### src/rtl/tmr_scrubber.sv
// Read-back voter and repair controller for a triplicated register bank.
// Owns the bank's shared load interface: user writes and scrub write-backs.
module tmr_scrubber #(
  parameter int dw        = 8,
  parameter int MAX_RETRY = 2,
  parameter int CNT_W     = 16
) (
  input  logic             c,
  input  logic             r,
  input  logic             en,
  input  logic             clr,
  input  logic [dw-1:0]    q1,
  input  logic [dw-1:0]    q2,
  input  logic [dw-1:0]    q3,
  input  logic             wr_en,
  input  logic [dw-1:0]    wr_data,
  output logic [dw-1:0]    d,
  output logic             e,
  output logic [dw-1:0]    q,
  output logic             err_now,
  output logic [2:0]       bad,
  output logic [CNT_W-1:0] err_cnt,
  output logic             fault,
  output logic             busy,
  output logic [2:0]       dbg_state
);

  localparam int RW = $clog2(MAX_RETRY + 1);

  typedef enum logic [2:0] {
    MON    = 3'd0,
    SETTLE = 3'd1,
    SCRUB  = 3'd2,
    VERIFY = 3'd3,
    FLT    = 3'd4
  } state_t;

  // Handshake: the bank loads d into all three copies on the edge that ends
  // a cycle with e=1; the copies show that value from the following cycle.
  state_t           state, nxt, cur;
  logic [RW-1:0]    retry, nxt_retry;
  logic [dw-1:0]    nxt_d;
  logic             nxt_e, nxt_fault, fault_b;
  logic [2:0]       nxt_bad, bad_b;
  logic [CNT_W-1:0] nxt_cnt, cnt_b;

  assign q         = (q1 & q2) | (q1 & q3) | (q2 & q3);
  assign err_now   = |((q1 ^ q2) | (q1 ^ q3));
  assign dbg_state = state;

  always_comb begin
    // clr acts as an immediate return to an empty MON, so a same-cycle
    // write or detection is handled as if the clear had already happened.
    cur       = clr ? MON : state;
    cnt_b     = clr ? '0 : err_cnt;
    bad_b     = clr ? 3'b000 : bad;
    fault_b   = clr ? 1'b0 : fault;
    nxt       = cur;
    nxt_d     = d;
    nxt_e     = 1'b0;
    nxt_bad   = bad_b;
    nxt_cnt   = cnt_b;
    nxt_fault = fault_b;
    nxt_retry = clr ? '0 : retry;
    if (wr_en) begin
      nxt_e     = 1'b1;
      nxt_d     = wr_data;
      nxt_retry = '0;
      nxt       = (cur == FLT) ? FLT : SETTLE;
    end else begin
      case (cur)
        MON: begin
          if (en && err_now && !fault_b) begin
            nxt_e     = 1'b1;
            nxt_d     = q;
            nxt_bad   = {q3 != q, q2 != q, q1 != q};
            nxt_cnt   = (cnt_b == '1) ? cnt_b : cnt_b + CNT_W'(1);
            nxt_retry = RW'(1);
            nxt       = SCRUB;
          end
        end
        SETTLE: nxt = MON;
        SCRUB:  nxt = VERIFY;
        VERIFY: begin
          if (!err_now) begin
            nxt_retry = '0;
            nxt       = MON;
          end else if (retry < RW'(MAX_RETRY)) begin
            nxt_e     = 1'b1;
            nxt_d     = q;
            nxt_retry = retry + RW'(1);
            nxt       = SCRUB;
          end else begin
            nxt_fault = 1'b1;
            nxt       = FLT;
          end
        end
        FLT:     nxt = FLT;
        default: nxt = MON;
      endcase
    end
  end

  always_ff @(posedge c) begin
    if (r) begin
      state   <= MON;
      d       <= '0;
      e       <= 1'b0;
      bad     <= 3'b000;
      err_cnt <= '0;
      fault   <= 1'b0;
      busy    <= 1'b0;
      retry   <= '0;
    end else begin
      state   <= nxt;
      d       <= nxt_d;
      e       <= nxt_e;
      bad     <= nxt_bad;
      err_cnt <= nxt_cnt;
      fault   <= nxt_fault;
      busy    <= (nxt != MON);
      retry   <= nxt_retry;
    end
  end

endmodule

### config.mk
export PLATFORM = sky130hd
export DESIGN_NAME = tmr_scrubber
export DESIGN_NICKNAME = d
export VERILOG_FILES = /design/src/rtl/tmr_scrubber.sv
export SDC_FILE = /design/constraint.sdc
export NUM_CORES = 1
export LEC_CHECK = 0
export CAP_MARGIN = 20
export CORE_MARGIN = 2
export CORE_UTILIZATION = 45
export DETAILED_ROUTE_END_ITERATION = 16
export PLACE_DENSITY = 0.75
export SLEW_MARGIN = 20
export SYNTH_ARGS = -nofsm -noshare
export SYNTH_HDL_FRONTEND = slang
export SYNTH_SLANG_ARGS = --single-unit
### constraint.sdc
create_clock -name c -period 5.05 [get_ports c]
set_clock_uncertainty 0.15 [all_clocks]
set_input_delay 1.01 -clock c [delete_from_list [all_inputs] [get_ports c]]
set_output_delay 1.01 -clock c [all_outputs]
set_load 0.03 [all_outputs]
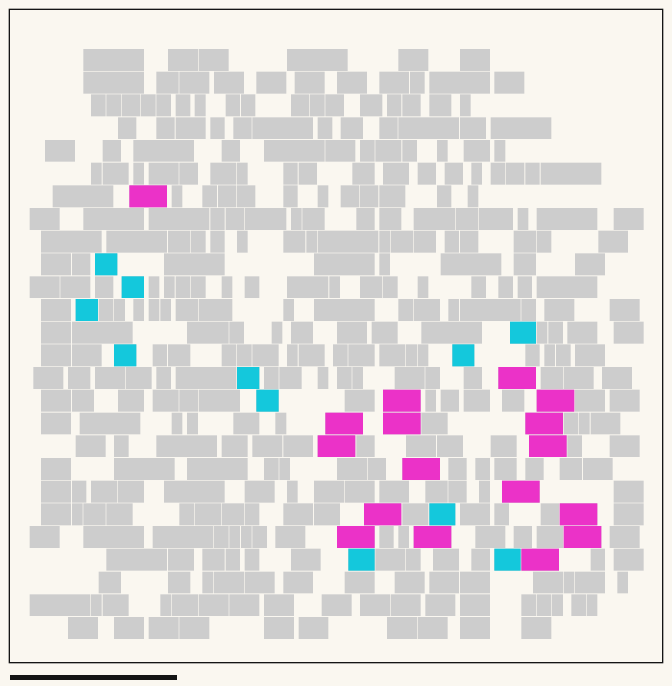
(gate families picked out)
Scale bar: 20 um.
color	family	cells
cyan	non-inverting ao/oa cells	11
magenta	fa/ha/maj cells	17
Top cell excl fill/tap: clkdlybuf4s50_1
Comb/total area: 0.4916
Cell Count, Final, Fillers Out: 455

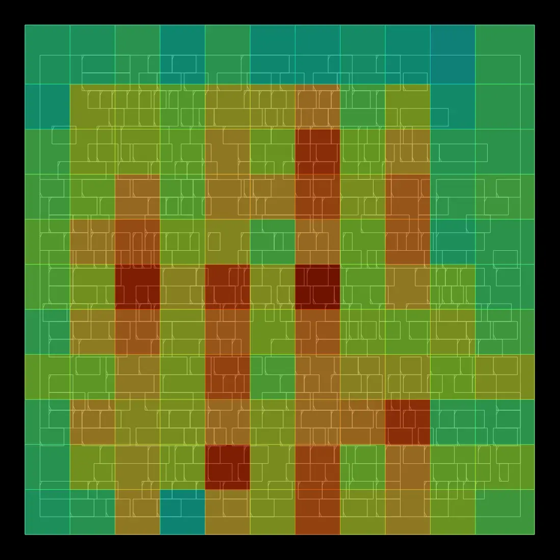
(routing congestion)
Global Route met2 Usage: 0.3621
fin util: 0.6548

==> qor.yml <==
run_status:
  status: "finished clean"
cts:
  cts.path.max_buffers: 2
  cts_root_buf: "clkbuf_8"
  insertion_delay_ns: 0.28
  cts_resized: 0
  path_clk_slew_ns: 0.08
  h-tree-depth: 2
  cts.sinks: 35
run:
  warnings: 26
layout:
  final_cell_mix: "78 x clkdlybuf4s50_1, 35 x dfxtp_1, 27 x o21ai_0"
  n_fill_cell: 464
  diodes: 0
  syn_to_final_growth_pct: 38.06
  final_area_mm2: 0.003408
  drive_gt1_frac: 0.08312
worst_hold_path:
  hold_depth: 2
  min_to: "bad[1]$_SDFF_PP0_"
  hold_start: "bad[1]$_SDFF_PP0_"
setup_path:
  reg2reg_from: "dbg_state[1]$_SDFF_PP0_"
  critPathCaptureType: "output pin"
  crit_type: "in -> out"
  rr_worst_depth: 5
  slowest_delay_ns: 0.72
  cp_common_cell: "clkdlybuf4s50_1"
  cp.required_ns: 3.89
  arrival_ns: 3.35
  cp_cell_sequence: "clkdlybuf4s50_1 -> ha_1 -> nor4_1 -> nand4_1 -> clkdlybuf4s50_1"
global_routing:
  grt_max_degree: 26
  antenna_found_initial: 0
  track_usage: 0.2221
route:
  drt_iter0_markers: 119
  antenna_left: 0
  routed-via-count: 2605
  first_pass_iters: 4
  drc_errors: 0
pwr:
  p_sw_frac: 0.3142
  total_power_uw: 691.4
  p_seq_frac: 0.423
  p_int_uw: 474.2
  ir_drop_mv: 0.1384
  p_clk_frac: 0.287
  power_density_mw_per_mm2: 202.9
synthesis:
  yosys.area.top_type_share: 0.2838
  synth.avg_cell_area_um2: 8.120
  yosysSeqAreaShare: 0.2838
  yosys-stat-cells: 304
  synthTopCellsByCount: "35 x dfxtp_1, 27 x o21ai_0, 25 x nor2_1"
  synth_nets: 358
  synth.most_common_cell: "dfxtp_1"
  ys.flops: 35
  syn_inst: 304
  edf_count: 0
  top_area_cell: "dfxtp_1"
  ys_chip_area_mm2: 0.002469
  ys_types: 48
  topCellsByArea: "dfxtp_1 28%, ha_1 8.6%, or4b_2 5.7%"
  synthFlopType: "dfxtp_1"
floorplan:
  core_mm2: 0.005205
  initCoreUtil: 0.4743
  dieWidth_um: 78.07
  chipArea_mm2: 0.006094
  num_io_pins: 79
timing:
  fmax_ghz: 0.2218
  finalSetupTns_ns: 0
  rsz0062_at_grt: "false"
  min_period_ns: 4.509
  finalHoldViolCount: 0
  whs_ns: 0.3223
  finalMaxSlewViolations: 0
  relSlewSlack: 0.6163
  setup_ws_ns: 0.5411
  finalCritPeriodShare: 0.8928
placement:
  place.gp.congestion: 0.8760
  placedCellCount: 447
critical path, delay by kind of cell:
kind / cells / cell delay [ns]
fa+ha+maj: 1 / 0.32
simple gates: 2 / 0.82
buf+inv: 2 / 1.20
power groups by stage:
stage          Sequential (uW)  Combinational, uW  Clock (uW)
4_1_cts                    293                201         204
3_3_place_gp               299                197           0
5_1_grt                    294                217         216
6_report                   293                200         199
2_1_floorplan              316               91.9           0
3_5_place_dp               299                199           0
flip-flops by register name (all words and copies together), names as in the netlist:
signal	count
retry	2
bad	3
err_cnt	16
d	8
busy	1
e	1
dbg_state	3
fault	1
cells by family after synthesis:
group,Yosys count,share of synthesized area
AND-OR/OR-AND,77,0.1957
adder cells (fa/ha/maj),17,0.08616
multiplexers,2,0.008110
XOR/XNOR,12,0.04257
AND/OR/NAND/NOR,142,0.3462
buffers and inverters,19,0.03751
flip-flops,35,0.2838
worst max-delay path by stage:
stage / start / end / slack (ns) / cells after the start
finish: q1[6] / err_now / 0.54 / 5
global route: q1[6] / err_now / 0.48 / 5
CTS: q1[0] / err_now / 0.58 / 5
detailed placement: q1[6] / err_now / 0.59 / 5
global placement: q1[1] / err_now / 0.62 / 5
floorplan: q1[0] / err_now / 1.80 / 3
area by class of cell:
type | instances | area [um2] | share of cell area
Multi-Input combinational cell | 250 | 1675 | 0.4916
Timing Repair Buffer | 85 | 833.3 | 0.2445
Sequential cell | 35 | 700.7 | 0.2056
Tap cell | 70 | 87.58 | 0.02570
Clock buffer | 6 | 72.57 | 0.02129
Inverter | 7 | 26.28 | 0.007709
Clock inverter | 2 | 12.51 | 0.003671
per-layer routing:
metal	routed length [um]	vias up	global-route usage
met5	0	-	0
met3	248	6	0.03563
met2	3209	70	0.3621
li1	-	1324	-
met1	3248	1205	0.3075
met4	58	0	0.05614
No activity file was given, so power comes from the tool's default toggle rates.
